## src/rtl/imgk_pkg.sv

```systemverilog
// Shared image-kernel package: direction codes, packed pixel-word field layout
// and the tan(22.5 deg) shift approximation used by gradient quantisers.
package imgk_pkg;

    // Quantised gradient orientation codes carried in the pixel word
    typedef enum logic [1:0] {
        DIR_0   = 2'd0,
        DIR_45  = 2'd1,
        DIR_90  = 2'd2,
        DIR_135 = 2'd3
    } dir_e;

    // Default widths of the gradient inputs and the packed pixel word
    localparam int unsigned PIX_GWIDTH    = 12;
    localparam int unsigned PIX_DWIDTH    = 16;
    localparam int unsigned PIX_MAG_WIDTH = 12;
    localparam int unsigned PIX_DIR_WIDTH = 2;

    // Field positions: magnitude at the bottom, direction above it, mask in the MSB
    localparam int unsigned PIX_MAG_LSB   = 0;

    // a * tan(22.5 deg) ~= a * (1/4 + 1/8 + 1/32) = a * 0.40625
    function automatic logic [31:0] tan22_5(input logic [31:0] a);
        return (a >> 2) + (a >> 3) + (a >> 5);
    endfunction

endpackage

```

## src/rtl/grad_pack_if.sv

```systemverilog
// Pixel stream interface for grad_pack: Sobel-side input and NMS-side output.
// Carries edge_count only when GRAD_PACK_STATS_EN is defined.
interface grad_pack_if #(
    parameter int unsigned GWIDTH    = 12,
    parameter int unsigned DWIDTH    = 16,
    parameter int unsigned MAG_WIDTH = 12
);
    logic                        in_valid;
    logic                        sof;
    logic                        eol;
    logic signed [GWIDTH-1:0]    gx;
    logic signed [GWIDTH-1:0]    gy;
    logic [MAG_WIDTH-1:0]        thresh;
    logic                        out_valid;
    logic                        out_sof;
    logic                        out_eol;
    logic [DWIDTH-1:0]           data_out;
`ifdef GRAD_PACK_STATS_EN
    logic [31:0]                 edge_count;

    modport master (
        output in_valid, sof, eol, gx, gy, thresh,
        input  out_valid, out_sof, out_eol, data_out, edge_count
    );

    modport slave (
        input  in_valid, sof, eol, gx, gy, thresh,
        output out_valid, out_sof, out_eol, data_out, edge_count
    );
`else
    modport master (
        output in_valid, sof, eol, gx, gy, thresh,
        input  out_valid, out_sof, out_eol, data_out
    );

    modport slave (
        input  in_valid, sof, eol, gx, gy, thresh,
        output out_valid, out_sof, out_eol, data_out
    );
`endif
endinterface

```

## src/rtl/grad_dir_quant.sv

```systemverilog
// Combinational quantiser: gradient magnitudes, their tan(22.5) scaled
// versions and sign bits -> one of four orientation codes.
module grad_dir_quant
    import imgk_pkg::*;
#(
    parameter int unsigned GWIDTH = PIX_GWIDTH
) (
    input  logic [GWIDTH-1:0] ax,
    input  logic [GWIDTH-1:0] ay,
    input  logic [GWIDTH-1:0] tx,
    input  logic [GWIDTH-1:0] ty,
    input  logic              sx,
    input  logic              sy,
    output logic [1:0]        dir_c
);

    // Near-horizontal first, then near-vertical, else pick diagonal by sign agreement
    always_comb begin
        dir_c = DIR_0;
        if (ay <= tx) begin
            dir_c = DIR_0;
        end else if (ax <= ty) begin
            dir_c = DIR_90;
        end else if (sx == sy) begin
            dir_c = DIR_45;
        end else begin
            dir_c = DIR_135;
        end
    end

endmodule

```

## src/rtl/grad_pack.sv

```systemverilog
// grad_pack: three-stage pipeline turning signed Sobel (gx, gy) pairs into the
// packed NMS pixel word {mask, pad, dir, mag}. Latency is exactly 3 cycles,
// no backpressure. Define GRAD_PACK_STATS_EN to add a per-frame count of
// candidate edge pixels on edge_count.
module grad_pack
    import imgk_pkg::*;
#(
    parameter int unsigned GWIDTH    = PIX_GWIDTH,
    parameter int unsigned DWIDTH    = PIX_DWIDTH,
    parameter int unsigned MAG_WIDTH = PIX_MAG_WIDTH,
    parameter int unsigned DIR_WIDTH = PIX_DIR_WIDTH
) (
    input  logic       clk,
    input  logic       rst,
    grad_pack_if.slave bus
);

    localparam int unsigned SWIDTH   = GWIDTH + 1;
    localparam int unsigned MAG_MAX  = (1 << MAG_WIDTH) - 1;
    localparam int unsigned MAG_LSB  = PIX_MAG_LSB;
    localparam int unsigned DIR_LSB  = MAG_LSB + MAG_WIDTH;
    localparam int unsigned MASK_BIT = DWIDTH - 1;

    // ---------------- Stage 1: absolute values, signs, threshold select
    logic                 v1, sof1, eol1, sx1, sy1;
    logic [GWIDTH-1:0]    ax1, ay1;
    logic [MAG_WIDTH-1:0] thr_q, thr1;
    logic [GWIDTH-1:0]    ax_c, ay_c;
    logic [MAG_WIDTH-1:0] thr_sel_c;
    logic                 load_thr_c;

    // Two's complement magnitude; the most negative input maps to 2^(GWIDTH-1)
    assign ax_c       = bus.gx[GWIDTH-1] ? GWIDTH'(~bus.gx + 1'b1) : GWIDTH'(bus.gx);
    assign ay_c       = bus.gy[GWIDTH-1] ? GWIDTH'(~bus.gy + 1'b1) : GWIDTH'(bus.gy);
    assign load_thr_c = bus.in_valid & bus.sof;
    // The sof pixel itself already uses the new threshold
    assign thr_sel_c  = load_thr_c ? bus.thresh : thr_q;

    // S1 register: capture |gx|, |gy|, signs, per-pixel threshold and frame threshold
    always_ff @(posedge clk) begin
        if (rst) begin
            v1    <= 1'b0;
            sof1  <= 1'b0;
            eol1  <= 1'b0;
            sx1   <= 1'b0;
            sy1   <= 1'b0;
            ax1   <= '0;
            ay1   <= '0;
            thr1  <= '0;
            thr_q <= '0;
        end else begin
            v1   <= bus.in_valid;
            sof1 <= bus.in_valid & bus.sof;
            eol1 <= bus.in_valid & bus.eol;
            sx1  <= bus.gx[GWIDTH-1];
            sy1  <= bus.gy[GWIDTH-1];
            ax1  <= ax_c;
            ay1  <= ay_c;
            thr1 <= thr_sel_c;
            if (load_thr_c) begin
                thr_q <= bus.thresh;
            end
        end
    end

    // ---------------- Stage 2: saturated L1 magnitude, tan(22.5) thresholds
    logic                 v2, sof2, eol2, sx2, sy2;
    logic [GWIDTH-1:0]    ax2, ay2, tx2, ty2;
    logic [MAG_WIDTH-1:0] mag2, thr2;
    logic [SWIDTH-1:0]    sum_c;
    logic [MAG_WIDTH-1:0] mag_c;
    logic [GWIDTH-1:0]    tx_c, ty_c;

    assign sum_c = {1'b0, ax1} + {1'b0, ay1};
    assign mag_c = (sum_c > SWIDTH'(MAG_MAX)) ? '1 : MAG_WIDTH'(sum_c);
    assign tx_c  = GWIDTH'(tan22_5(32'(ax1)));
    assign ty_c  = GWIDTH'(tan22_5(32'(ay1)));

    // S2 register: magnitude and scaled components for the direction compare
    always_ff @(posedge clk) begin
        if (rst) begin
            v2   <= 1'b0;
            sof2 <= 1'b0;
            eol2 <= 1'b0;
            sx2  <= 1'b0;
            sy2  <= 1'b0;
            ax2  <= '0;
            ay2  <= '0;
            tx2  <= '0;
            ty2  <= '0;
            mag2 <= '0;
            thr2 <= '0;
        end else begin
            v2   <= v1;
            sof2 <= sof1;
            eol2 <= eol1;
            sx2  <= sx1;
            sy2  <= sy1;
            ax2  <= ax1;
            ay2  <= ay1;
            tx2  <= tx_c;
            ty2  <= ty_c;
            mag2 <= mag_c;
            thr2 <= thr1;
        end
    end

    // ---------------- Stage 3: direction, mask and packing
    logic              out_valid_q, out_sof_q, out_eol_q;
    logic [DWIDTH-1:0] data_q;
    logic [1:0]        dir_c;
    logic              mask_c;
    logic [DWIDTH-1:0] word_c;

    grad_dir_quant #(
        .GWIDTH (GWIDTH)
    ) u_dir (
        .ax    (ax2),
        .ay    (ay2),
        .tx    (tx2),
        .ty    (ty2),
        .sx    (sx2),
        .sy    (sy2),
        .dir_c (dir_c)
    );

    // A zero magnitude is never an edge, even with a zero threshold
    assign mask_c = (mag2 >= thr2) && (mag2 != '0);

    // Assemble the NMS pixel word; unused middle bits stay zero
    always_comb begin
        word_c                       = '0;
        word_c[MAG_LSB +: MAG_WIDTH] = mag2;
        word_c[DIR_LSB +: DIR_WIDTH] = DIR_WIDTH'(dir_c);
        word_c[MASK_BIT]             = mask_c;
    end

    // S3 register: outputs; data holds its last value across bubbles
    always_ff @(posedge clk) begin
        if (rst) begin
            out_valid_q <= 1'b0;
            out_sof_q   <= 1'b0;
            out_eol_q   <= 1'b0;
            data_q      <= '0;
        end else begin
            out_valid_q <= v2;
            out_sof_q   <= sof2;
            out_eol_q   <= eol2;
            if (v2) begin
                data_q <= word_c;
            end
        end
    end

    assign bus.out_valid = out_valid_q;
    assign bus.out_sof   = out_sof_q;
    assign bus.out_eol   = out_eol_q;
    assign bus.data_out  = data_q;

`ifdef GRAD_PACK_STATS_EN
    logic [31:0] cnt_q;
    logic [31:0] edge_q;

    // Count masked output pixels; a new frame publishes the count and restarts it
    always_ff @(posedge clk) begin
        if (rst) begin
            cnt_q  <= '0;
            edge_q <= '0;
        end else if (out_valid_q) begin
            if (out_sof_q) begin
                edge_q <= cnt_q;
                cnt_q  <= 32'(data_q[MASK_BIT]);
            end else if (data_q[MASK_BIT] && (cnt_q != '1)) begin
                cnt_q <= cnt_q + 32'd1;
            end
        end
    end

    assign bus.edge_count = edge_q;
`endif

endmodule

```

## src/flat_wrapper.sv

```systemverilog
// flat-port wrapper written by rule: the top's interface ports become plain ports
module grad_pack_flat import imgk_pkg::*;
#(
    parameter int unsigned GWIDTH    = PIX_GWIDTH,
    parameter int unsigned DWIDTH    = PIX_DWIDTH,
    parameter int unsigned MAG_WIDTH = PIX_MAG_WIDTH,
    parameter int unsigned DIR_WIDTH = PIX_DIR_WIDTH
)
  (clk, rst, bus_in_valid, bus_sof, bus_eol, bus_gx, bus_gy, bus_thresh, bus_out_valid, bus_out_sof, bus_out_eol, bus_data_out);
  grad_pack_if #(.GWIDTH(GWIDTH), .DWIDTH(DWIDTH), .MAG_WIDTH(MAG_WIDTH)) bus_i ();
  input  logic clk;
  input  logic rst;
  input wire logic [$bits(bus_i.in_valid)-1:0] bus_in_valid;
  input wire logic [$bits(bus_i.sof)-1:0] bus_sof;
  input wire logic [$bits(bus_i.eol)-1:0] bus_eol;
  input wire logic [$bits(bus_i.gx)-1:0] bus_gx;
  input wire logic [$bits(bus_i.gy)-1:0] bus_gy;
  input wire logic [$bits(bus_i.thresh)-1:0] bus_thresh;
  output wire logic [$bits(bus_i.out_valid)-1:0] bus_out_valid;
  output wire logic [$bits(bus_i.out_sof)-1:0] bus_out_sof;
  output wire logic [$bits(bus_i.out_eol)-1:0] bus_out_eol;
  output wire logic [$bits(bus_i.data_out)-1:0] bus_data_out;
  assign bus_i.in_valid = bus_in_valid;
  assign bus_i.sof = bus_sof;
  assign bus_i.eol = bus_eol;
  assign bus_i.gx = bus_gx;
  assign bus_i.gy = bus_gy;
  assign bus_i.thresh = bus_thresh;
  assign bus_out_valid = bus_i.out_valid;
  assign bus_out_sof = bus_i.out_sof;
  assign bus_out_eol = bus_i.out_eol;
  assign bus_data_out = bus_i.data_out;
  grad_pack #(.GWIDTH(GWIDTH), .DWIDTH(DWIDTH), .MAG_WIDTH(MAG_WIDTH), .DIR_WIDTH(DIR_WIDTH)) u_core (.clk(clk), .rst(rst), .bus(bus_i));
endmodule
```

## config.mk

```make
export PLATFORM = sky130hd
export DESIGN_NAME = grad_pack_flat
export DESIGN_NICKNAME = d
export VERILOG_FILES = /design/src/rtl/imgk_pkg.sv /design/src/rtl/grad_pack_if.sv /design/src/rtl/grad_dir_quant.sv /design/src/rtl/grad_pack.sv /design/src/flat_wrapper.sv
export SDC_FILE = /design/constraint.sdc
export NUM_CORES = 1
export LEC_CHECK = 0
export CAP_MARGIN = 5
export CORE_ASPECT_RATIO = 0.75
export CORE_UTILIZATION = 45
export DETAILED_ROUTE_END_ITERATION = 8
export GPL_TIMING_DRIVEN = 0
export SYNTH_ARGS = -nofsm -noshare
export SYNTH_HDL_FRONTEND = slang
export SYNTH_SLANG_ARGS = --single-unit
export TNS_END_PERCENT = 1
```

## constraint.sdc

```tcl
create_clock -name clk -period 6.5 [get_ports clk]
set_input_delay 1.625 -clock clk [delete_from_list [all_inputs] [get_ports clk]]
set_output_delay 1.625 -clock clk [all_outputs]
set_load 0.005 [all_outputs]
```

==> run_1/route_heat.png <==
Scale bar: 50 um. The die is cut into 30 by 22 equal tiles; dark blue is low, red is high, scaled to the fullest tile. Values are wire area over tile area, all layers added.
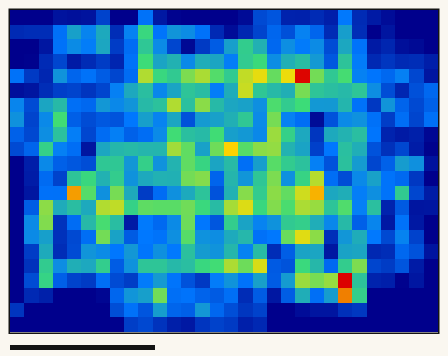
fullest tile = 0.64
tiles over half the peak = 11%
densest ninth of the die = middle

==> run_1/class_map.png <==
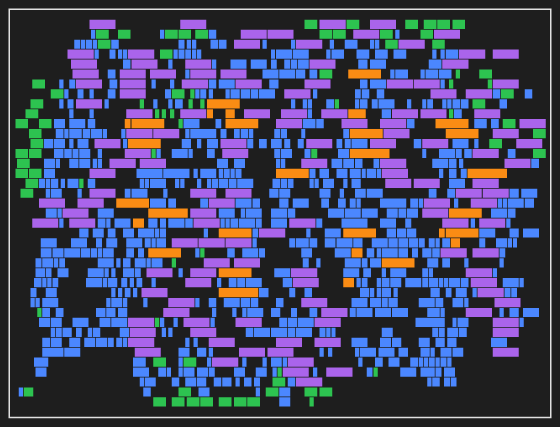
registers -> purple  # cells 136, share of their area 33%
remaining buffers and delay cells -> green  # cells 81, share of their area 8.0%
clock drivers and dummy loads -> orange  # cells 30, share of their area 7.4%
remaining logic cells -> blue  # cells 638, share of their area 52%
Std-Cell Rows: 39
fin area: 8618 um2
sequential share of cell area: 31.59%
Core Util, Final: 55.89%
core area: 15,420 um2

==> run_1/sizing.png <==
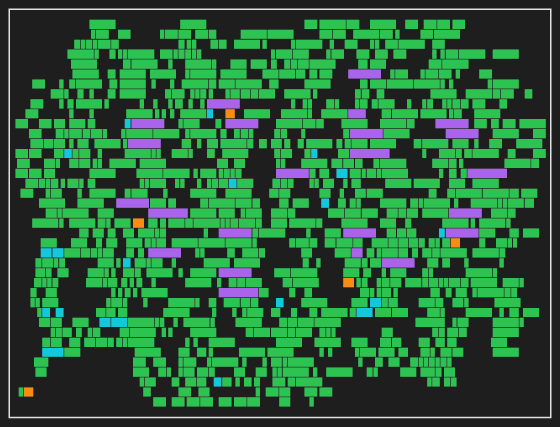
x3 and x4 -> orange  # cells 5
x1 and smaller -> green  # cells 837
x6 and larger -> purple  # cells 23
x2 -> cyan  # cells 20

==> out/qor.csv, run 1 <==
metric;value;unit
status;complete, no violations;
p_per_area;281.5;nW/um2
yosysTopAreaCell;dfxtp_1;
cts_buffers;17;
die_area;16460;um2
peakVddDrop;0.1524;mV
p_leak;3.729;nW
antenna_cells;0;
path_class;in -> reg;
synth.most_common_cell;dfxtp_1;
cts_tree;yes;
synth_area;7176;um2
timing.fmax;302.1;MHz
drtPass1Iterations;5;
ys_types;62;
yosys.area.top_type_share;37.94;%
drt-vias-per-instance;5.262;
io_pins;60;
fin_setup_tns;0;ps
die_x;147.8;um
area_growth;20.10;%
path_cells;clkbuf_1, clkbuf_1, clkbuf_1, nor2_1;
seqCellArea;2723;um2
hold_class;reg -> reg;
setup_viol;0;
worstPathRequired;6760;ps
vias;5736;
crit_fanout;10;
synth_chip_area;7176;um2
cp-start-kind;input port;
syn_nets;929;
drc;0;
max_stage_delay;730;ps
seq_area_frac_synth;37.94;%
arrival;3570;ps
fin_skew;7.197;ps
tightest_slew;895.8;ps
crit_family;buffers and inverters;
grt_pass1_vias;5613;
yosys-top-cells-area;dfxtp_1 (38%), ha_1 (15%), nor2b_1 (4.6%);
first_iter_violations;386;
fin_crit;3311;ps
cts.sinks;136;
htree_levels;4;
cp.buffers_inverters;3;
drive_above_1_share;5.424;%
gr-total-overflow;0;
cpMostUsedCell;clkbuf_1;
maxCapViolations;0;
cts-root-buf;clkbuf_16;
async_flop_share;0;%
rsz0062_at_grt;false;
grt_use_total;22.19;%
cts_resized;0;
ant_nets;0;
yosys_warnings;0;
hold_viol_final;0;
place_hpwl;13650;um
grt_max_degree;17;
grt_first_pass_wirelength;28170;um
synth_cells;798;
clock_path_buffers;2;
slew_headroom;40.28;%
run 1: worst paths after layout:
check | startpoint | to | slack (ps) | depth (start not counted)
setup / recovery | rst | u_core.ty2[6] | 3190 | 4
hold / removal | u_core.v1 | u_core.v2 | 440 | 1
setup reg to reg | u_core.ay1[3] | u_core.ty2[10] | 3230 | 13
hold reg to reg | u_core.v1 | u_core.v2 | 440 | 1
run 1: registers in the layout, summed over array words and instances (netlist names), 12 cells and up:
signal / count
u_core.ax1: 12
u_core.ax2: 12
u_core.ay1: 12
u_core.ay2: 12
u_core.bus.data_out: 15
u_core.mag2: 12
u_core.thr2: 12
u_core.thr_q: 12
u_core.tx2: 12
u_core.ty2: 12
run 1: final cells by class:
| class | count | area share [%] |
|---|---|---|
| Multi-Input combinational cell | 575 | 47.82 |
| Clock inverter | 12 | 2.047 |
| Timing Repair Buffer | 57 | 6.620 |
| Tap cell | 205 | 2.976 |
| Clock buffer | 18 | 5.096 |
| Sequential cell | 136 | 31.59 |
| Inverter | 63 | 2.744 |
| Buffer | 24 | 1.103 |
run 1: power by group:
group / leakage [nW] / total [mW] / internal, mW / switching, mW
Clock: 0.298 / 1.01 / 0.647 / 0.359
Sequential: 1.12 / 0.947 / 0.897 / 0.0498
Combinational: 2.31 / 0.472 / 0.219 / 0.254
Total: 3.73 / 2.43 / 1.76 / 0.662
run 1: kinds of logic after synthesis:
| group | synth area share [%] |
|---|---|
| simple gates | 17.30 |
| compound gates | 16.11 |
| flops | 37.94 |
| fa+ha+maj | 16.22 |
| buf+inv | 4.621 |
| xor+xnor | 5.806 |
| mux | 1.953 |
| other cells | 0.05226 |
run 1: layout by cell type, fill, tap and decap left out, drive strengths merged, types with 5 or more instances in the layout:
master,count
dfxtp,136
ha,85
nor2,82
inv,64
clkdlybuf4s50,57
nor2b,53
nand2,51
a21oi,50
clkbuf,40
o21ai,33
xor2,23
xnor2,22
a21o,19
mux2i,14
a211oi,14
nand3,9
o21a,8
or2,8
and2,7
or3,7
nor3,7
o31ai,6
nand4,6
nand2b,5
fa,5
o41ai,5
clkinv,5
run 1: through the flow:
step           util [%]  setup slack (ps)  instance area, um2  total power, mW
5_1_grt           55.89              3035                8618            2.545
2_1_floorplan         -              3359                7176            1.286
6_report          55.89              3189                8618            2.426
3_3_place_gp      51.90              2735                8003            1.415
3_5_place_dp      51.90              2736                8003            1.430
4_1_cts           55.89              3144                8618            2.438
run 1: layer usage:
metal / vias to the layer above / global-route usage [%] / routed length [um]
li1: 2905 / - / -
met1: 2679 / 30.62 / 8729
met2: 131 / 34.28 / 7650
met3: 21 / 4.877 / 929
met4: 0 / 7.423 / 274
met5: - / 0 / 0
==> run_1/util_map.png <==
Scale bar: 50 um. The die is cut into 15 by 11 equal tiles; dark blue is low, red is high, 0 to 100% covered.
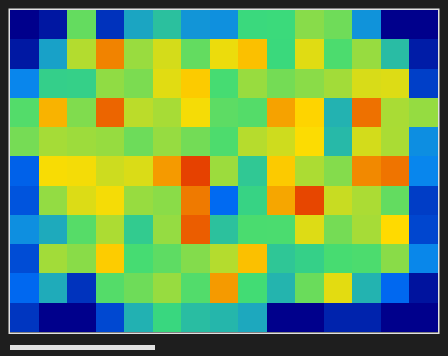

==> run 2, diff against run 1 <==
--- a/config.mk
+++ b/config.mk
@@ -10,6 +10,7 @@
 export CORE_UTILIZATION = 45
 export DETAILED_ROUTE_END_ITERATION = 8
 export GPL_TIMING_DRIVEN = 0
+export PLACE_DENSITY = 0.67
 export SYNTH_ARGS = -nofsm -noshare
 export SYNTH_HDL_FRONTEND = slang
 export SYNTH_SLANG_ARGS = --single-unit
==> constraint.sdc (replaced) <==
create_clock -name clk -period 2.8 [get_ports clk]
set_input_delay 0.7 -clock clk [delete_from_list [all_inputs] [get_ports clk]]
set_output_delay 0.7 -clock clk [all_outputs]
set_load 0.005 [all_outputs]
==> run_2/util_map.png <==
Scale bar: 50 um. The die is cut into 15 by 11 equal tiles; dark blue is low, red is high, 0 to 100% covered.
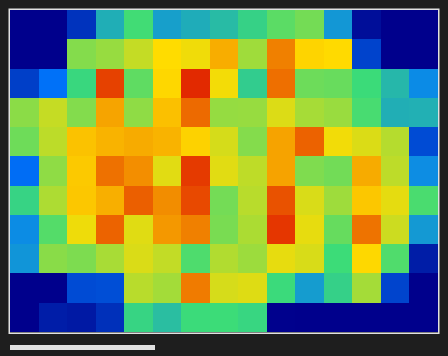
fullest tile = 95%
nearly empty tiles = 11%
mean over tiles = 53%
densest ninth of the die = middle

==> run_2/sizing.png <==
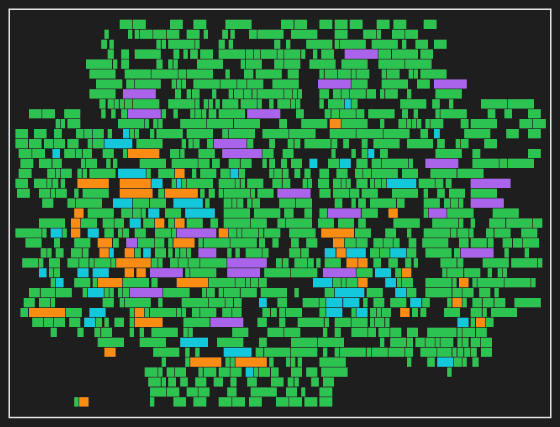
x6 and larger -> purple  # cells 24
x2 -> cyan  # cells 48
x3 and x4 -> orange  # cells 41
x1 and smaller -> green  # cells 795
area growth from synthesis to layout: 25.67%
fin area: 9017 um2
final worst slack: 35.71 ps

==> run_2/congestion_map.png <==
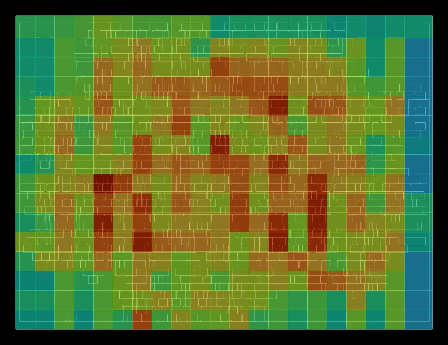
met3 usage: 5.492%
WL/cell: 15.13 um
GR Util met1: 31.39%
busiest grt layer: met1

==> run 2 against run 1 <==
Non-clock buffer count increased by 21. Register-to-register slack got worse by 3200 ps. Via count increased by 0.26%. Cell count increased by 2.1%. Wire length decreased by 4.2%.
==> out/qor.csv, run 2 <==
metric;value;unit
peakVddDrop;0.3709;mV
grt_first_pass_wirelength;26990;um
first_iter_violations;284;
rsz0062_at_grt;true;
die_x;147.8;um
synth_chip_area;7176;um2
cts-root-buf;clkbuf_16;
coreArea;15420;um2
seq_area_frac_synth;37.94;%
max_stage_delay;400;ps
gp_congestion;0.8548;
largest_reg_flops;15;
clock_path_buffers;2;
dr_wl_met3;796;um
path_class;reg -> reg;
fin_crit;2764;ps
min_to;u_core.bus.out_eol;
arrival;3030;ps
synth_area;7176;um2
async_flop_share;0;%
antenna_cells;0;
status;complete, no violations;
p_leak;3.852;nW
routed-wl-met2;7045;um
tightest_slew;922.1;ps
slew_headroom;37.72;%
grt_use_total;21.35;%
drc;0;
cp-start-kind;register;
yosys_warnings;0;
place_hpwl;12480;um
r2r_slack;40;ps
yosys.area.top_type_share;37.94;%
final_cell_mix;dfxtp_1 (126), nor2_1 (81), ha_1 (79);
maxCapViolations;0;
synth_cells;798;
wl;16840;um
cts_buffers;17;
grt_max_degree;17;
ant_nets;0;
drive_above_1_share;12.44;%
worstPathRequired;3070;ps
gr-total-overflow;0;
timing.fmax;361.8;MHz
min_path_cells;1;
highest_layer;met4;
yosys-top-cells-area;dfxtp_1 (38%), ha_1 (15%), nor2b_1 (4.6%);
cts_tree;yes;
fin_setup_tns;0;ps
drt-met1-wl;8876;um
ys_types;62;
worstReg2RegEnd;u_core.tx2[10];
p_per_area;645.1;nW/um2
die_area;16460;um2
fin_skew;10.66;ps
vias;5751;
ff2ff_path_depth;12;
layout_top_cell;dfxtp_1;
crit_fanout;4;
drt-vias-per-instance;5.167;
worstHoldStart;u_core.eol2;
syn_nets;929;
grt_pass1_vias;5230;
yosysTopAreaCell;dfxtp_1;
drtPass1Iterations;5;
cts.sinks;136;
io_pins;60;
## run 2: cell types whose count changed in the layout (fill, tap and decap cells not counted), moves of 4 or more
cell,delta
a211oi_1,-5
a211oi_2,+5
a21oi_1,-4
a21oi_2,+4
buf_4,+21
dfxtp_1,-10
dfxtp_2,+4
dfxtp_4,+6
fa_1,-4
fa_2,+4
ha_1,-6
o21ai_0,-5
## run 2: worst max-delay path, delay by kind of cell, from the launching register on
kind / cells / cell delay [ps]
compound gates: 6 / 870
fa+ha+maj: 3 / 910
simple gates: 2 / 410
flops: 1 / 380
buf+inv: 1 / 40
## run 2: worst max-delay path by stage
stage,to,slack (ps),depth (start not counted)
after detailed placement,u_core.ty2[10],-320,13
after global placement,u_core.ty2[10],-330,13
after floorplan,u_core.ty2[10],10,13
after CTS,u_core.ty2[10],-40,13
after global routing,u_core.tx2[8],-90,14
final,u_core.tx2[10],40,12
## run 2: metal layers
| metal | vias to the layer above | track usage (%) |
|---|---|---|
| met2 | 116 | 30.66 |
| met4 | 0 | 5.636 |
| met5 | - | 0 |
| met3 | 7 | 5.492 |
| li1 | 2962 | - |
| met1 | 2666 | 31.39 |
## run 2: per-stage QoR
stage	area [um2]	worst slack [ps]	cells	power, mW	util [%]
after floorplan	7176	10.46	798	2.986	-
after global placement	8003	-331.3	1060	3.286	51.90
after detailed placement	8003	-322.9	1060	3.296	51.90
after CTS	8793	-38.28	1101	5.746	57.03
after global routing	9017	-93.30	1113	6.119	58.48
final	9017	35.71	1113	5.817	58.48
## run 2: logic make-up (layout without fill, tap and decap cells)
kind of cell | after synthesis | count (layout) | share of synthesized area, %
other | 1 | 1 | 0.05226
buffers and inverters | 87 | 197 | 4.621
and+or+nand+nor | 251 | 251 | 17.30
adders and majority gates | 90 | 90 | 16.22
DFF | 136 | 136 | 37.94
muxes | 14 | 14 | 1.953
AOI/OAI and AO/OA | 173 | 173 | 16.11
xor gates and xnor gates | 46 | 46 | 5.806
## run 2: layout make-up
cell class / instances / area (um2) / area share [%]
clock inverter: 11 / 170.2 / 1.887
multi-input combinational: 575 / 4320 / 47.91
buffer: 24 / 95.09 / 1.055
clock buffer: 21 / 460.4 / 5.106
tap: 205 / 256.5 / 2.844
inverter: 63 / 236.5 / 2.622
sequential: 136 / 2750 / 30.50
timing repair buffer: 78 / 728.2 / 8.075
## run 2: what timing repair did
| item | 4_1_cts | 5_1_grt |
|---|---|---|
| buffers inserted | 9 | 12 |
| setup endpoints to repair | 9 | 8 |
| pin swaps | 13 | 25 |
| gates resized | 30 | 33 |
| hold buffers | 0 | 0 |
## run 2: power by group
part           switching (mW)  internal (mW)
clock                   0.838           1.54
combinational           0.644          0.600
sequential              0.111           2.08
total                    1.59           4.22
==> run_2/route_heat.png <==
Scale bar: 50 um. The die is cut into 30 by 22 equal tiles; dark blue is low, red is high, scaled to the fullest tile. Values are wire area over tile area, all layers added.
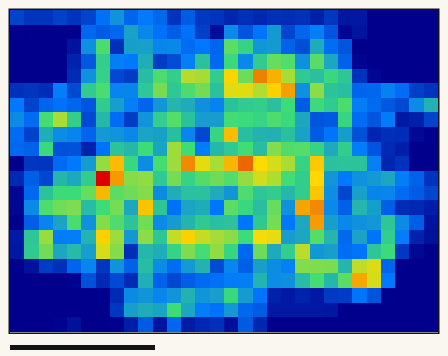

==> run 3, diff against run 2 <==
--- a/config.mk
+++ b/config.mk
@@ -8,9 +8,11 @@
 export CAP_MARGIN = 5
 export CORE_ASPECT_RATIO = 0.75
 export CORE_UTILIZATION = 45
+export CTS_CLUSTER_SIZE = 24
 export DETAILED_ROUTE_END_ITERATION = 8
 export GPL_TIMING_DRIVEN = 0
 export PLACE_DENSITY = 0.67
+export SKIP_CTS_REPAIR_TIMING = 1
 export SYNTH_ARGS = -nofsm -noshare
 export SYNTH_HDL_FRONTEND = slang
 export SYNTH_SLANG_ARGS = --single-unit
==> run_3/route_heat.png <==
Scale bar: 50 um. The die is cut into 30 by 22 equal tiles; dark blue is low, red is high, scaled to the fullest tile. Values are wire area over tile area, all layers added.
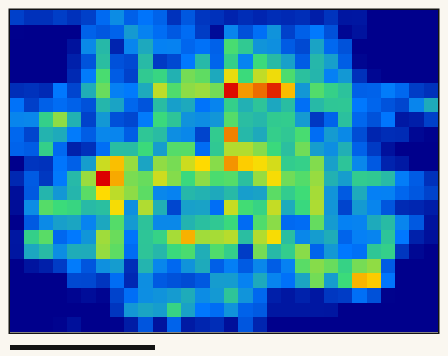
emptiest ninth of the die = top right
fullest tile = 0.58
densest ninth of the die = middle
nearly empty tiles = 17%
tiles over half the peak = 15%

==> run_3/congestion_map.png <==
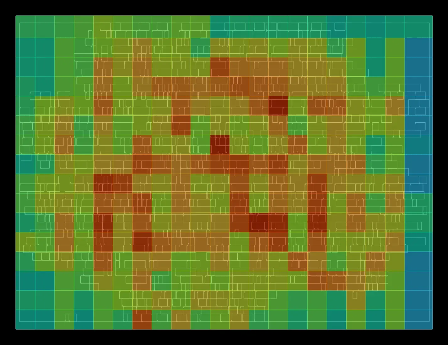
met2 Usage GRT: 29.91%
Core Util, Final: 58.00%
met3 usage: 5.123%

==> run_3/util_map.png <==
Scale bar: 50 um. The die is cut into 15 by 11 equal tiles; dark blue is low, red is high, 0 to 100% covered.
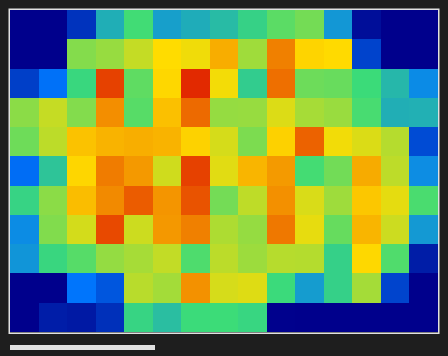
densest ninth of the die = middle
tiles over 75% full = 24%
nearly empty tiles = 11%
mean over tiles = 53%
fullest tile = 95%

==> run 3 against run 2 <==
Synthesized cell count did not move. Combinational power barely moved. Sequential power barely moved. Sequential share of layout area rose by 0.22 points. Cell count fell by 0.63%. Critical endpoint is now u_core.ty2[9]. Highest routed layer unchanged.
==> out/qor.csv, run 3 <==
metric;value;unit
status;complete, no violations;
coreArea;15420;um2
simple_gate_area_share;17.30;%
placed_cells;1060;
cts.sinks;136;
yosys-top-cells-area;dfxtp_1 (38%), ha_1 (15%), nor2b_1 (4.6%);
cts_tree;yes;
seq_area_frac_synth;37.94;%
layout_top_cell;dfxtp_1;
min_to;u_core.bus.out_eol;
cts_buffers;17;
ant_nets;0;
timing.fmax;358.0;MHz
drt-vias-per-instance;5.153;
ys_types;62;
largest_reg_flops;15;
slew_headroom;35.63;%
yosysTopAreaCell;dfxtp_1;
mux_share;1.953;%
drtPass1Iterations;5;
synth_cells;798;
drive_above_1_share;11.54;%
yosys.area.top_type_share;37.94;%
path_class;reg -> reg;
worstReg2RegEnd;u_core.ty2[9];
r2r_slack;7;ps
drc;0;
top_logic_kind;simple AND/OR/NAND/NOR gates;
gp_congestion;0.8548;
antenna_cells;0;
cp-start-kind;register;
die_x;147.8;um
syn_nets;929;
setup_viol;0;
p_leak;3.817;nW
yosys_warnings;0;
crit_fanout;5;
logic_area;4302;um2
synth-compound-area-share;16.11;%
arrival;3110;ps
grt_first_pass_wirelength;26470;um
max_stage_delay;580;ps
gr-total-overflow;0;
-- run 3: cell counts after synthesis --
Identical to the previous run, type by type.
-- run 3: report_power, final --
group	switching (mW)	internal [mW]	total (mW)
clock	0.847	1.54	2.39
sequential	0.113	2.08	2.20
combinational	0.631	0.587	1.22
-- run 3: kinds of logic (layout without fill, tap and decap cells) --
| family | Yosys count | after routing |
|---|---|---|
| xor+xnor | 46 | 46 |
| other cells | 1 | 1 |
| simple gates | 251 | 251 |
| buf+inv | 87 | 190 |
| flops | 136 | 136 |
| fa+ha+maj | 90 | 90 |
| mux | 14 | 14 |
| compound gates | 173 | 173 |
-- run 3: stage by stage --
step	hold WS [ps]	utilization (%)	instance area [um2]	TNS [ps]
after global routing	460.7	58.00	8944	-764.0
final	431.9	58.00	8944	0
after CTS	434.0	55.99	8633	-2088
after floorplan	413.8	-	7176	0
after global placement	416.9	51.90	8003	-1844
after detailed placement	420.4	51.90	8003	-1862
-- run 3: how the worst max path moves through the flow --
stage | start | endpoint | slack, ps | depth (start not counted)
floorplan | u_core.ay1[3] | u_core.ty2[10] | 10 | 13
global placement | u_core.ay1[3] | u_core.ty2[10] | -330 | 13
CTS | u_core.ay1[3] | u_core.ty2[10] | -380 | 10
global route | u_core.ax1[2] | u_core.tx2[11] | -130 | 13
detailed placement | u_core.ay1[3] | u_core.ty2[10] | -320 | 13
finish | u_core.ay1[3] | u_core.ty2[9] | 7 | 10
-- run 3: per-layer routing --
layer  share of wire, %  vias to the layer above  global-route usage (%)
met2                 41                      127                   29.91
met4               0.91                        0                   5.155
met5                  0                        -                       0
met1                 52                     2617                   31.31
li1                   -                     2942                       -
met3                5.3                       13                   5.123
-- run 3: area by class of cell --
type                            count  share of cell area (%)
Clock inverter                     11                   1.903
Sequential cell                   136                   30.72
Buffer                             24                   1.063
Clock buffer                       21                   5.148
Timing Repair Buffer               71                   7.555
Inverter                           63                   2.644
Tap cell                          205                   2.868
Multi-Input combinational cell    575                   48.10
Power is estimated from default activity; no workload was simulated.
